Fig. 1: run 1, clock routing
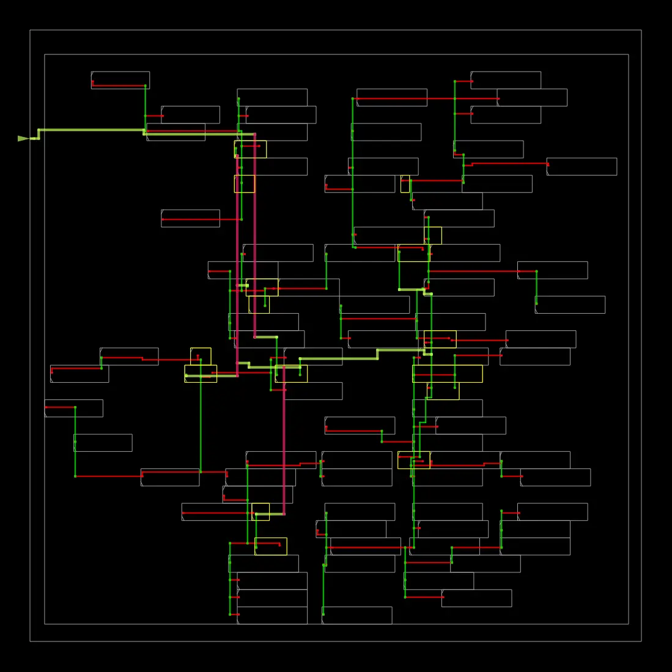
Fig. 2: run 1, pin map
Drawn at 4 px/µm. Pins as bars across the die edge, other pins in gray.
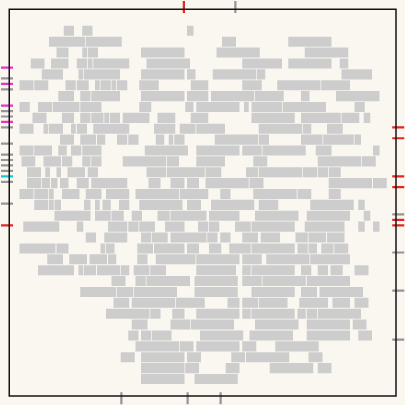
Fig. 3: run 1, signal wires by layer
Drawn at 3 px/µm.
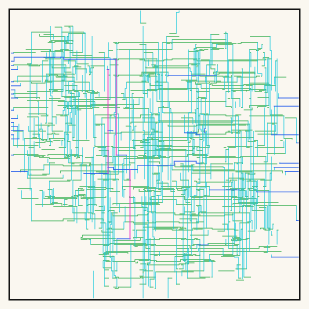
## src/rtl/uart_rx_ctrl.sv

```systemverilog
// uart_rx_ctrl: receive FIFO between uart_rx and the AHB register slave.
// Buffers received bytes, back-pressures the receiver when full, exposes a
// first-word-fall-through pop port, a sticky overrun flag and a level IRQ
// from threshold, overrun and (optionally) idle timeout.
// Optional feature macro: UART_RX_TIMEOUT_EN (idle-timeout interrupt source).
module uart_rx_ctrl #(
   parameter int unsigned DEPTH   = 8,
   parameter int unsigned AW      = 3,
   parameter int unsigned TIMEOUT = 352
) (
   input  logic          clk,
   input  logic          rst_n,
   input  logic [7:0]    rx_data_i,
   input  logic          rx_we_i,
   output logic          rx_full_o,
   input  logic          rd_en_i,
   output logic [7:0]    rd_data_o,
   output logic          empty_o,
   output logic [AW:0]   count_o,
   input  logic [AW:0]   thr_i,
   input  logic          clr_ovr_i,
   output logic          ovr_o,
   output logic          irq_o
);

   localparam int unsigned CW = AW + 1;

   // Reject configurations the pointer/count arithmetic cannot support
   if (DEPTH < 2 || DEPTH != (32'd1 << AW) || TIMEOUT < 1 || TIMEOUT > 65535) begin : g_bad_param
      $error("uart_rx_ctrl: DEPTH must be 2**AW and >= 2, TIMEOUT in 1..65535");
   end

   logic [7:0]    r_mem [DEPTH];
   logic [AW-1:0] r_wr_ptr;
   logic [AW-1:0] r_rd_ptr;
   logic [CW-1:0] r_count;
   logic          r_ovr;
   logic          r_irq;

   logic          w_full;
   logic          w_empty;
   logic          w_pop;
   logic          w_push;
   logic          w_drop;
   logic          w_lvl;
   logic          w_tmo;

   // Accept/drop decisions; a pop frees the slot a same-cycle push needs when full
   always_comb begin
      w_full  = (r_count == CW'(DEPTH));
      w_empty = (r_count == '0);
      w_pop   = rd_en_i && !w_empty;
      w_push  = rx_we_i && (!w_full || w_pop);
      w_drop  = rx_we_i && w_full && !w_pop;
      w_lvl   = (thr_i != '0) && (r_count >= thr_i);
   end

   // Storage array; contents are don't-care once the pointers say empty
   always_ff @(posedge clk) begin
      if (w_push) r_mem[r_wr_ptr] <= rx_data_i;
   end

   // Pointers and occupancy; pointers wrap naturally since DEPTH is 2**AW
   always_ff @(posedge clk or negedge rst_n) begin
      if (!rst_n) begin
         r_wr_ptr <= '0;
         r_rd_ptr <= '0;
         r_count  <= '0;
      end else begin
         if (w_push) r_wr_ptr <= r_wr_ptr + AW'(1);
         if (w_pop)  r_rd_ptr <= r_rd_ptr + AW'(1);
         r_count <= r_count + CW'(w_push) - CW'(w_pop);
      end
   end

   // Sticky overrun flag; a new overrun beats a coincident clear
   always_ff @(posedge clk or negedge rst_n) begin
      if (!rst_n)         r_ovr <= 1'b0;
      else if (w_drop)    r_ovr <= 1'b1;
      else if (clr_ovr_i) r_ovr <= 1'b0;
   end

`ifdef UART_RX_TIMEOUT_EN
   logic [15:0] r_idle;

   // Idle counter: restarts on any traffic or while empty, saturates at TIMEOUT
   always_ff @(posedge clk or negedge rst_n) begin
      if (!rst_n)                           r_idle <= '0;
      else if (w_push || w_pop || w_empty)  r_idle <= '0;
      else if (r_idle != 16'(TIMEOUT))      r_idle <= r_idle + 16'd1;
   end

   assign w_tmo = (r_idle == 16'(TIMEOUT)) && !w_empty;
`else
   assign w_tmo = 1'b0;
`endif

   // Registered interrupt request, one cycle behind its sources
   always_ff @(posedge clk or negedge rst_n) begin
      if (!rst_n) r_irq <= 1'b0;
      else        r_irq <= w_lvl || r_ovr || w_tmo;
   end

   assign rx_full_o = w_full;
   assign empty_o   = w_empty;
   assign count_o   = r_count;
   assign rd_data_o = w_empty ? 8'h00 : r_mem[r_rd_ptr];
   assign ovr_o     = r_ovr;
   assign irq_o     = r_irq;

endmodule
```

## config.mk

```make
export PLATFORM = sky130hd
export DESIGN_NAME = uart_rx_ctrl
export DESIGN_NICKNAME = d
export VERILOG_FILES = /design/src/rtl/uart_rx_ctrl.sv
export SDC_FILE = /design/constraint.sdc
export NUM_CORES = 1
export LEC_CHECK = 0
export CAP_MARGIN = 20
export CORE_MARGIN = 2
export CORE_UTILIZATION = 40
export DETAILED_ROUTE_END_ITERATION = 16
export MAX_ROUTING_LAYER = met4
export SLEW_MARGIN = 15
export SYNTH_ARGS = -nofsm -noshare
export SYNTH_HDL_FRONTEND = slang
export SYNTH_SLANG_ARGS = --single-unit
```

## constraint.sdc

```tcl
create_clock -name clk -period 2.1 [get_ports clk]
set_clock_uncertainty 0.15 [all_clocks]
set_input_delay 0.315 -clock clk [delete_from_list [all_inputs] [get_ports clk]]
set_output_delay 0.315 -clock clk [all_outputs]
set_load 0.005 [all_outputs]
```

==> flow_metrics.env, run 1 <==
# implementation run metrics
export IMPL_status="finished, violations left"
export IMPL_violations="negative setup slack"
export IMPL_clockBufferDepth=2
export IMPL_yosysTopAreaCellShare=0.564
export IMPL_pg_seq_mw=2.17
export IMPL_met1_length_um=3250
export IMPL_wl_per_cell_um=17.5
export IMPL_post_route_util=0.582
export IMPL_buf_share=0.162
export IMPL_clkCellAreaFrac=0.0414
export IMPL_dieArea_mm2=0.00928
export IMPL_critPathCaptureType="register"
export IMPL_antenna_found_initial=0
export IMPL_taps=105
export IMPL_openroad_warnings=30
export IMPL_whs_ns=0.200
export IMPL_drcViolationCount=0
export IMPL_numPlacedInstances=386
export IMPL_critPathCapture="count_o[1]"
export IMPL_ctsResizeCount=76
export IMPL_htreeDepth=3
export IMPL_vias=2078
export IMPL_pg_comb_mw=3.41
export IMPL_port_buffers=32
export IMPL_nonClockInverterCount=12
export IMPL_yosysTopAreaCell="edfxtp_1"
export IMPL_root_buffer="clkbuf_8"
export IMPL_syn_area_mm2=0.00341
export IMPL_rows=33
export IMPL_startpoint_type="register"
export IMPL_largest_class="flip-flops and latches"
export IMPL_wl_met2_um=3710
export IMPL_slew_viol_final=0
export IMPL_drive_above_1_share=0.439
export IMPL_die_x_um=96.3
export IMPL_seq_cell_count=76
export IMPL_p_seq_frac=0.325
export IMPL_crit_start="count_o[2]"
export IMPL_worst_path_largest_cell_delay_ns=0.47
export IMPL_dpl_cell_area_mm2=0.00412
export IMPL_powerDensity_mw_per_mm2=1390
export IMPL_synth_area_yosys_mm2=0.00341
export IMPL_io_pins=33
export IMPL_signal_buffers=84
export IMPL_cts_tree="built"
export IMPL_ys_seq_frac=0.652
export IMPL_yosys_top_cells_count="edfxtp_1 (64), mux2i_1 (16), nor2b_1 (15)"
export IMPL_combGateArea_mm2=0.00143
export IMPL_finalCritPeriodShare=1.10
export IMPL_timing_rr_start="count_o[2]"
export IMPL_cp_data_required_time_ns=2.19
export IMPL_highest_layer="met4"
export IMPL_wirelength_um=7280
export IMPL_postCtsSetupRepairBufs=8
export IMPL_fin_setup_tns_ns=-4.39
export IMPL_syn_inst=221
export IMPL_fp_util=0.413
export IMPL_cts_hold_fix_buffers=0
export IMPL_dpl_hpwl_um=4890
export IMPL_track_usage=0.175
export IMPL_ys_cells=221
export IMPL_core_area_mm2=0.00826
export IMPL_synth_nets=250
export IMPL_holdCritPathClass="in2async"
export IMPL_tightest_slew_ns=0.614
export IMPL_place_ws_ns=-0.288
export IMPL_slew_headroom=0.589
export IMPL_ff2ff_setup_slack_ns=-0.21
export IMPL_clk_pin_slew_ns=0.08
export IMPL_edf_count=64
export IMPL_die_y_um=96.3
export IMPL_avgSynthCellArea_um2=15.4
export IMPL_layout_min_cycle_time_ns=2.31
export IMPL_grt_max_degree=19
export IMPL_fmax_mhz=434
export IMPL_finalInstanceArea_mm2=0.00480
export IMPL_top_cells_by_area="edfxtp_1 (56%), dfrtp_1 (8.8%), mux2i_1 (4.7%), ha_1 (4.0%), nor2b_1 (2.8%)"
export IMPL_maxCapViolCount=0
export IMPL_ff2ff_path_depth=10
export IMPL_nClkBuffers=9
export IMPL_sh_comb_area=0.297
export IMPL_routed_wl_met3_um=221
export IMPL_layout_cells_non_filler=415
export IMPL_drt_initial_drc_count=113
export IMPL_fin_ws_ns=-0.207
export IMPL_seq_share=0.463
export IMPL_rsz0062_at_grt="yes"
export IMPL_n_antenna_cell=0
export IMPL_max_vdd_ir_drop_mv=0.699
export IMPL_synthArstFlopShare=0.158
export IMPL_cp_depth=10
export IMPL_logic_gate_count=122
export IMPL_nFillCells=643
export IMPL_ys_ff=76
export IMPL_fin_nets=334
export IMPL_ys_types=39
export IMPL_p_int_mw=4.28
export IMPL_lay_top_count="edfxtp_1"
export IMPL_routed_via_density=5.01
export IMPL_cp_max_fo=3
export IMPL_synth_main_ff_cell="edfxtp_1"
export IMPL_critPathTopFamily="adder cells"
export IMPL_regToRegEndpoint="count_o[1]"
export IMPL_power_total_mw=6.68
export IMPL_power_switching_mw=2.40
export IMPL_finalSetupViolCount=54
export IMPL_dr_pass1_iters=4
export IMPL_worst_path_buf_inv=4
export IMPL_overflow=0
export IMPL_final_cell_mix="edfxtp_1 (64), buf_4 (34), clkdlybuf4s50_1 (22), mux2i_1 (16), buf_6 (15)"
export IMPL_p_leak_nw=1.79
export IMPL_top_power_group="combinational cells"
export IMPL_worstSetupPathType="reg2reg"
export IMPL_grt_pass1_wl_um=11200
export IMPL_cp_slowest_cell="fa_1"
export IMPL_critPathArrivalTime_ns=2.39
export IMPL_gp_congestion=0.795
export IMPL_power_frac_comb=0.510
export IMPL_yosysWarnings=0
export IMPL_clkPwrFrac=0.165
export IMPL_synth_top_cell_by_count="edfxtp_1"
export IMPL_syn_to_final_growth_pct=40.8
export IMPL_regArea_mm2=0.00222
export IMPL_antenna_left=0
export IMPL_switching_share=0.359
export IMPL_hold_violations=0
export IMPL_grt_pass1_vias=2112
export IMPL_cpMostUsedCell="inv_2"
export IMPL_worstPathCellList="inv_2 -> ha_4 -> nor3b_4 -> buf_4 -> or3_4 -> o21ai_2 -> ha_2 -> inv_2 -> fa_1 -> inv_1"
-- Fig. 1 (at the start) --
Num CTS Buffers: 9
worst skew pair latency: 0.34 ns
clock sink total: 76
clock-net power: 1.10 mW

-- Fig. 2 (at the start) --
| port | color | pins | direction | edge |
|---|---|---|---|---|
| ovr_o | cyan | 1 | output | left |
| count_o | magenta | 4 | output | left |
| rd_data_o | red | 8 | output | 6 right, 1 left, 1 top |
all pins by edge: 18 left, 10 right, 3 bottom, 2 top

-- Fig. 3 (at the start) --
| layer | color | wire length |
|---|---|---|
| metal 1 | green | 3,250 µm |
| metal 4 | magenta | 89.8 µm |
| metal 3 | blue | 222 µm |
| metal 2 | cyan | 3,710 µm |

[run 1: cells by family (layout without fill, tap and decap cells)]
group | Yosys count | after routing | synth area share
simple gates | 53 | 53 | 0.105
compound gates | 33 | 33 | 0.0877
mux | 18 | 18 | 0.0547
buf+inv | 23 | 112 | 0.0389
fa+ha+maj | 12 | 12 | 0.0462
flops | 76 | 76 | 0.652
xor+xnor | 6 | 6 | 0.0154
[run 1: state kept, by name, indices dropped and copies added, names as in the netlist]
name,flops
r_wr_ptr,3
ovr_o,1
r_mem,64
r_rd_ptr,3
count_o,4
irq_o,1
[run 1: layer usage]
metal  vias up  GRT usage
li1       1002          -
met1      1023      0.234
met2        45      0.271
met3         8     0.0290
met4         0     0.0634
met5         -          -
Fig. 4: run 1, placement density heat map
Drawn at 4 px/µm. The die is cut into 10 by 10 equal tiles; black is low, pale yellow is high, 0 to 100% covered.
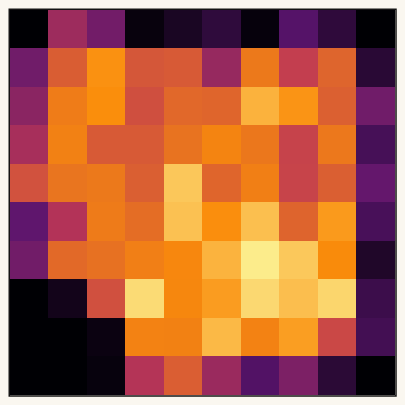

## Run 2: what changed since run 1
--- a/config.mk
+++ b/config.mk
@@ -7,7 +7,7 @@
 export LEC_CHECK = 0
 export CAP_MARGIN = 20
 export CORE_MARGIN = 2
-export CORE_UTILIZATION = 40
+export CORE_UTILIZATION = 30
 export DETAILED_ROUTE_END_ITERATION = 16
 export MAX_ROUTING_LAYER = met4
 export SLEW_MARGIN = 15
Fig. 5: run 2, placement density heat map
Drawn at 3 px/µm. The die is cut into 11 by 11 equal tiles; black is low, pale yellow is high, 0 to 100% covered.
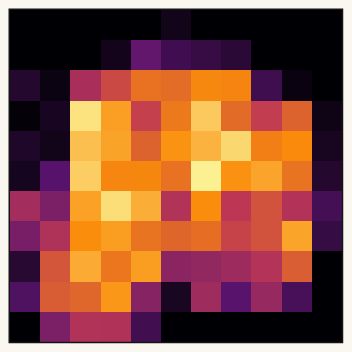
mean over tiles: 39%
nearly empty tiles: 22%
densest ninth of the die: center
fp util: 0.310
Core ar.: 0.0110 mm²
final core occ: 0.449

==> flow_metrics.env, run 2 <==
# implementation run metrics
export IMPL_status="finished, violations left"
export IMPL_violations="negative setup slack"
export IMPL_finalSetupViolCount=11
export IMPL_routed_via_density=4.67
export IMPL_cts_tree="built"
export IMPL_ff2ff_setup_slack_ns=-0.24
export IMPL_cts_hold_fix_buffers=0
export IMPL_top_logic_kind="simple AND/OR/NAND/NOR gates"
export IMPL_htreeDepth=3
export IMPL_yosysWarnings=0
export IMPL_drt_initial_drc_count=98
export IMPL_rows=38
export IMPL_switching_share=0.338
export IMPL_synthAdderAreaFrac=0.0462
export IMPL_grt_max_degree=14
export IMPL_dr_pass1_iters=4
export IMPL_max_vdd_ir_drop_mv=0.676
export IMPL_startpoint_type="register"
export IMPL_critPathCaptureType="register"
export IMPL_final_cell_mix="edfxtp_1 (64), buf_4 (41), clkdlybuf4s50_1 (22), mux2i_1 (16)"
export IMPL_power_total_mw=7.05
export IMPL_avgSynthCellArea_um2=15.4
export IMPL_synthArstFlopShare=0.158
export IMPL_crit_start="count_o[2]"
export IMPL_dpl_hpwl_um=5090
export IMPL_top_power_group="combinational cells"
export IMPL_largest_register_ffs=64
export IMPL_yosysTopAreaCell="edfxtp_1"
export IMPL_wl_met2_um=3830
export IMPL_worstSetupPathType="reg2reg"
export IMPL_rsz0062_at_grt="yes"
export IMPL_cp_depth=10
export IMPL_cp_slowest_cell="fa_2"
export IMPL_regMostFlops="r_mem"
export IMPL_worst_path_largest_cell_delay_ns=0.52
export IMPL_finalCritPeriodShare=1.12
export IMPL_tightest_slew_ns=0.593
export IMPL_numCtsBuffers=9
export IMPL_cpMostUsedCell="inv_2"
export IMPL_pg_comb_mw=3.51
export IMPL_p_seq_frac=0.306
export IMPL_top_usage_layer="met2"
export IMPL_critPathCapture="count_o[1]"
export IMPL_top_cells_by_area="edfxtp_1 (56%), dfrtp_1 (8.8%), mux2i_1 (4.7%), ha_1 (4.0%), nor2b_1 (2.8%)"
export IMPL_gp_congestion=0.768
export IMPL_grt_pass1_wl_um=12400
export IMPL_n_antenna_cell=0
export IMPL_ys_seq_frac=0.652
export IMPL_dpl_cell_area_mm2=0.00419
export IMPL_clkPwrFrac=0.197
export IMPL_clockBufferDepth=2
export IMPL_synth_area_yosys_mm2=0.00341
export IMPL_simple_gate_area_frac=0.105
export IMPL_cp_data_required_time_ns=2.17
export IMPL_port_buffers=32
export IMPL_worstSkewPairLatency_ns=0.33
export IMPL_worst_path_buf_inv=4
export IMPL_cts_sinks=76
export IMPL_routed_wl_met3_um=273
export IMPL_syn_area_mm2=0.00341
export IMPL_met3_usage=0.0258
export IMPL_die_x_um=111
export IMPL_track_usage=0.136
export IMPL_wl_per_cell_um=17.2
export IMPL_gr_usage_met1=0.179
export IMPL_highest_layer="met4"
export IMPL_synth_nets=250
export IMPL_antenna_found_initial=0
export IMPL_edf_count=64
export IMPL_cp_max_fo=3
export IMPL_fin_setup_tns_ns=-1.87
export IMPL_syn_to_final_growth_pct=44.8
export IMPL_fin_ws_ns=-0.244
export IMPL_layout_min_cycle_time_ns=2.34
export IMPL_slew_headroom=0.603
export IMPL_lay_top_count="edfxtp_1"
export IMPL_critPathTopFamily="adder cells"
export IMPL_syn_inst=221
export IMPL_ys_ff=76
export IMPL_regToRegEndpoint="count_o[1]"
export IMPL_slew_viol_final=0
export IMPL_p_leak_nw=1.86
export IMPL_dieArea_mm2=0.0122
export IMPL_holdCritPathClass="in2async"
export IMPL_fmax_mhz=427
export IMPL_aoi_share=0.0877
export IMPL_synthXorXnorAreaFrac=0.0154
export IMPL_place_ws_ns=-0.345
export IMPL_ff2ff_path_depth=10
export IMPL_p_clk_mw=1.39
export IMPL_finalInstanceArea_mm2=0.00494
export IMPL_overflow=0
export IMPL_met1_length_um=3700
export IMPL_fin_nets=342
export IMPL_ys_cells=221
export IMPL_numPlacedInstances=422
export IMPL_grt_pass1_vias=2317
export IMPL_critPathArrivalTime_ns=2.42
export IMPL_ys_types=39
export IMPL_powerDensity_mw_per_mm2=1430
export IMPL_hold_violations=0
export IMPL_clk_pin_slew_ns=0.06
export IMPL_p_int_mw=4.67
export IMPL_timing_rr_start="count_o[2]"
export IMPL_die_y_um=111
export IMPL_worstPathCellList="inv_2 -> ha_4 -> nor3b_4 -> buf_4 -> or3_4 -> o21ai_2 -> ha_2 -> inv_2 -> fa_2 -> inv_1"
export IMPL_synth_top_cell_by_count="edfxtp_1"
export IMPL_yosysTopAreaCellShare=0.564
export IMPL_grt_met2_usage=0.213
export IMPL_vias=2139
export IMPL_pg_seq_mw=2.16
export IMPL_power_switching_mw=2.38
export IMPL_yosys_mux_area_fraction=0.0547
==> run 2: cell count changes in the layout (fill, tap and decap cells not counted), sizes merged <==
cell	before	now
clkinv	3	4
bufinv	1	0
clkbuf	10	11
inv	13	12
buf	61	69
==> run 2: stage by stage <==
step                utilization  hold WS (ns)
global placement          0.381         0.421
global route              0.449         0.265
finish                    0.449         0.212
detailed placement        0.381         0.444
CTS                       0.434         0.228
floorplan                     -        -0.131
==> run 2: cell type report <==
type / count / area (µm²)
clock buffer: 10 / 229
clock inverter: 6 / 41.3
fill: 974 / 6050
inverter: 12 / 45.0
multi-input combinational: 122 / 1320
sequential: 76 / 2220
tap: 140 / 175
timing repair buffer: 92 / 900
==> run 2: what timing repair did <==
action	CTS	global route
resized	79	24
pin swaps	18	13
cloned	2	1
endpoints found under the setup margin	13	75
setup buffers	11	8
Fig. 6: run 2, clock routing
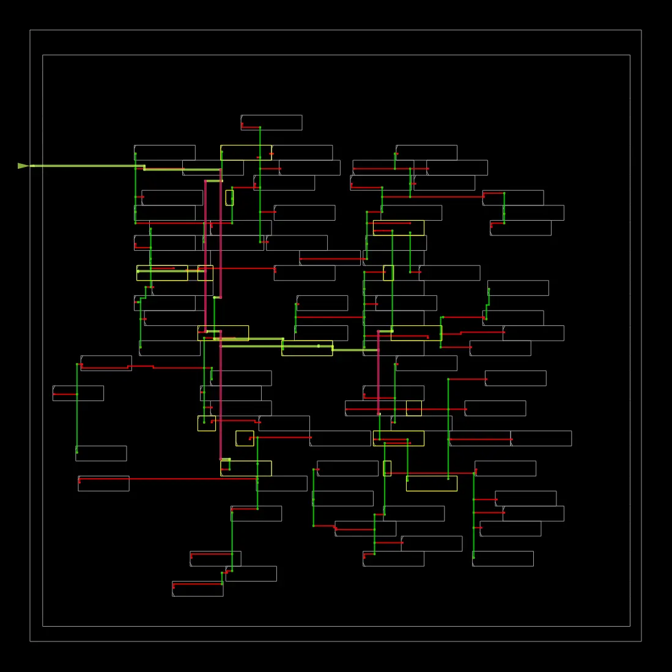

## Run 3: what changed since run 2
--- a/config.mk
+++ b/config.mk
@@ -10,7 +10,8 @@
 export CORE_UTILIZATION = 30
 export DETAILED_ROUTE_END_ITERATION = 16
 export MAX_ROUTING_LAYER = met4
-export SLEW_MARGIN = 15
+export PLACE_DENSITY_LB_ADDON = 0.3
+export SLEW_MARGIN = 10
 export SYNTH_ARGS = -nofsm -noshare
 export SYNTH_HDL_FRONTEND = slang
 export SYNTH_SLANG_ARGS = --single-unit
Fig. 7: run 3, clock routing
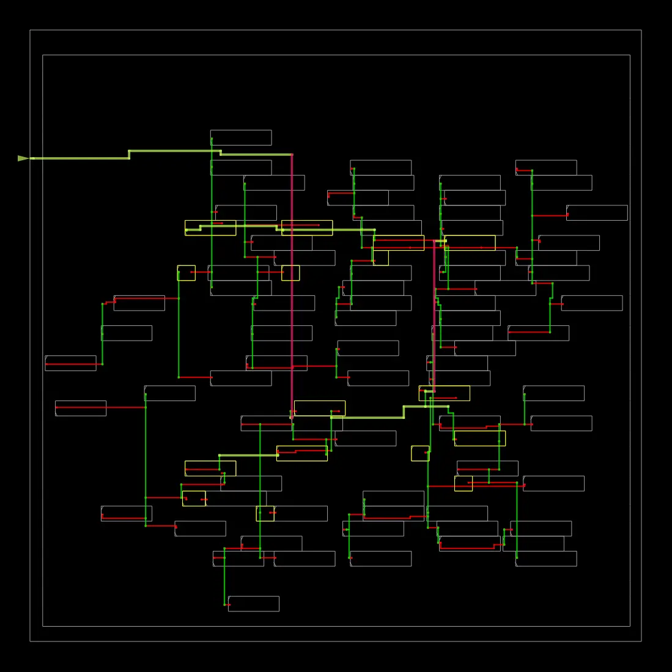
Flops: 76
clock buffers: 9

==> flow_metrics.env, run 3 <==
# implementation run metrics
export IMPL_violations="negative setup slack"
export IMPL_cp_data_required_time_ns=2.18
export IMPL_cts_hold_fix_buffers=0
export IMPL_p_int_mw=4.43
export IMPL_met3_usage=0.0340
export IMPL_worst_path_largest_cell_delay_ns=0.53
export IMPL_whs_ns=0.219
export IMPL_nFillCells=995
export IMPL_track_usage=0.129
export IMPL_drive_above_1_share=0.419
export IMPL_port_buffers=32
export IMPL_maxCapViolCount=0
export IMPL_tightest_slew_ns=0.619
export IMPL_ctsResizeCount=67
export IMPL_top_logic_kind="simple AND/OR/NAND/NOR gates"
export IMPL_grt_max_degree=17
export IMPL_place_ws_ns=-0.277
export IMPL_grt_met2_usage=0.213
export IMPL_overflow=0
export IMPL_fmax_mhz=429
export IMPL_wl_per_cell_um=17.1
export IMPL_critPathCaptureType="register"
export IMPL_cpMostUsedCell="inv_2"
export IMPL_status="finished, violations left"
export IMPL_clkPwrFrac=0.217
export IMPL_yosysTopAreaCellShare=0.564
export IMPL_fin_setup_tns_ns=-2.13
export IMPL_die_x_um=111
export IMPL_clockBufferDepth=2
export IMPL_postCtsSetupRepairBufs=8
export IMPL_simple_gate_area_frac=0.105
export IMPL_signal_buffers=77
export IMPL_post_route_util=0.436
export IMPL_ys_cells=221
export IMPL_power_switching_mw=2.40
export IMPL_pg_seq_mw=2.16
export IMPL_top_cells_by_area="edfxtp_1 (56%), dfrtp_1 (8.8%), mux2i_1 (4.7%), ha_1 (4.0%), nor2b_1 (2.8%)"
export IMPL_grt_pass1_wl_um=11700
export IMPL_nonClockInverterCount=12
export IMPL_edf_count=64
export IMPL_cp_slowest_cell="fa_2"
export IMPL_critPathArrivalTime_ns=2.41
export IMPL_synthAdderAreaFrac=0.0462
export IMPL_p_leak_nw=1.77
export IMPL_lay_top_count="edfxtp_1"
export IMPL_routed_via_density=4.65
export IMPL_slew_viol_final=0
export IMPL_avgSynthCellArea_um2=15.4
export IMPL_io_pins=33
export IMPL_syn_area_mm2=0.00341
export IMPL_top_power_group="combinational cells"
export IMPL_fin_nets=327
export IMPL_rsz0062_at_grt="yes"
export IMPL_htreeDepth=3
export IMPL_worst_path_buf_inv=4
export IMPL_power_total_mw=6.82
export IMPL_final_cell_mix="edfxtp_1 (64), buf_4 (32), clkdlybuf4s50_1 (22), mux2i_1 (16), dfrtp_1 (11)"
export IMPL_syn_inst=221
export IMPL_cp_max_fo=3
export IMPL_dpl_cell_area_mm2=0.00413
export IMPL_taps=140
export IMPL_layout_cells_non_filler=443
export IMPL_combGateArea_mm2=0.00135
export IMPL_finalSetupViolCount=45
export IMPL_regArea_mm2=0.00222
export IMPL_ys_seq_frac=0.652
export IMPL_synthXorXnorAreaFrac=0.0154
export IMPL_slew_headroom=0.586
export IMPL_startpoint_type="register"
export IMPL_synthArstFlopShare=0.158
export IMPL_clkCellAreaFrac=0.0601
export IMPL_vias=2061
export IMPL_largest_register_ffs=64
export IMPL_clk_pin_slew_ns=0.06
export IMPL_max_vdd_ir_drop_mv=0.666
export IMPL_power_frac_comb=0.466
export IMPL_wirelength_um=7560
export IMPL_syn_to_final_growth_pct=40.4
export IMPL_numPlacedInstances=414
export IMPL_core_area_mm2=0.0110
export IMPL_worstSkewPairLatency_ns=0.33
export IMPL_dpl_hpwl_um=4820
export IMPL_layout_min_cycle_time_ns=2.33
export IMPL_p_seq_frac=0.317
export IMPL_sh_comb_area=0.282
export IMPL_yosysWarnings=0
export IMPL_yosysTopAreaCell="edfxtp_1"
export IMPL_antenna_found_initial=0
export IMPL_drt_initial_drc_count=70
export IMPL_fp_util=0.310
export IMPL_pg_comb_mw=3.18
export IMPL_drcViolationCount=0
export IMPL_top_usage_layer="met2"
export IMPL_critPathTopFamily="adder cells"
export IMPL_grt_pass1_vias=2105
export IMPL_synth_top_cell_by_count="edfxtp_1"
export IMPL_dieArea_mm2=0.0122
export IMPL_switching_share=0.351
export IMPL_dr_pass1_iters=4
export IMPL_die_y_um=111
export IMPL_buf_share=0.147
export IMPL_largest_class="flip-flops and latches"
export IMPL_n_antenna_cell=0
export IMPL_seq_share=0.465
export IMPL_regMostFlops="r_mem"
export IMPL_fin_ws_ns=-0.231
export IMPL_ys_types=39
[run 3: per-layer routing]
metal / part of all wire / up-vias
li1: - / 996
met4: 0.0098 / 0
met5: 0 / -
met2: 0.51 / 33
met3: 0.029 / 4
met1: 0.46 / 1028
[run 3: worst paths after layout]
| path | start | end | slack [ns] | cells after the start |
|---|---|---|---|---|
| max | count_o[3] | count_o[1] | -0.23 | 10 |
| min in group clk | clr_ovr_i | ovr_o | 0.39 | 2 |
| max in group asynchronous | rst_n | r_rd_ptr[1] | 1.14 | 1 |
| max reg2reg | count_o[3] | count_o[1] | -0.23 | 10 |
| min | rst_n | r_wr_ptr[1] | 0.22 | 1 |
| min reg2reg | ovr_o | ovr_o | 0.44 | 2 |

==> notes/layouts.md <==
Pictures saved along the way, in no particular order.

Placement by cell class.
panel A
Drawn at 2 px/µm.
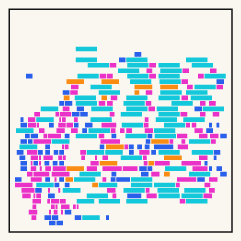
panel B
Drawn at 3 px/µm.
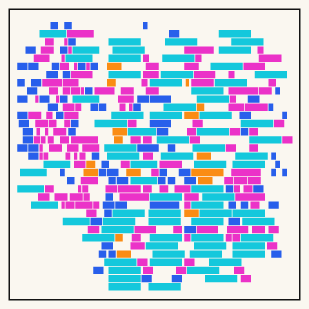
panel C
Drawn at 2 px/µm.
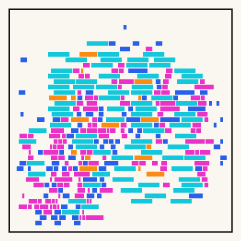
| picture | from |
|---|---|
| panel C | run 2 |
| panel A | run 3 |
| panel B | run 1 |
Of these, smallest die: panel B
Of these, highest utilization: panel B

Key to panel A:
| class | color | cells | share of their area |
|---|---|---|---|
| combinational and other logic | magenta | 134 | 30% |
| remaining buffers and delay cells | blue | 77 | 15% |
| sequential cells | cyan | 76 | 48% |
| clock drivers and dummy loads | orange | 16 | 6.2% |

Power is estimated from default activity; no workload was simulated.
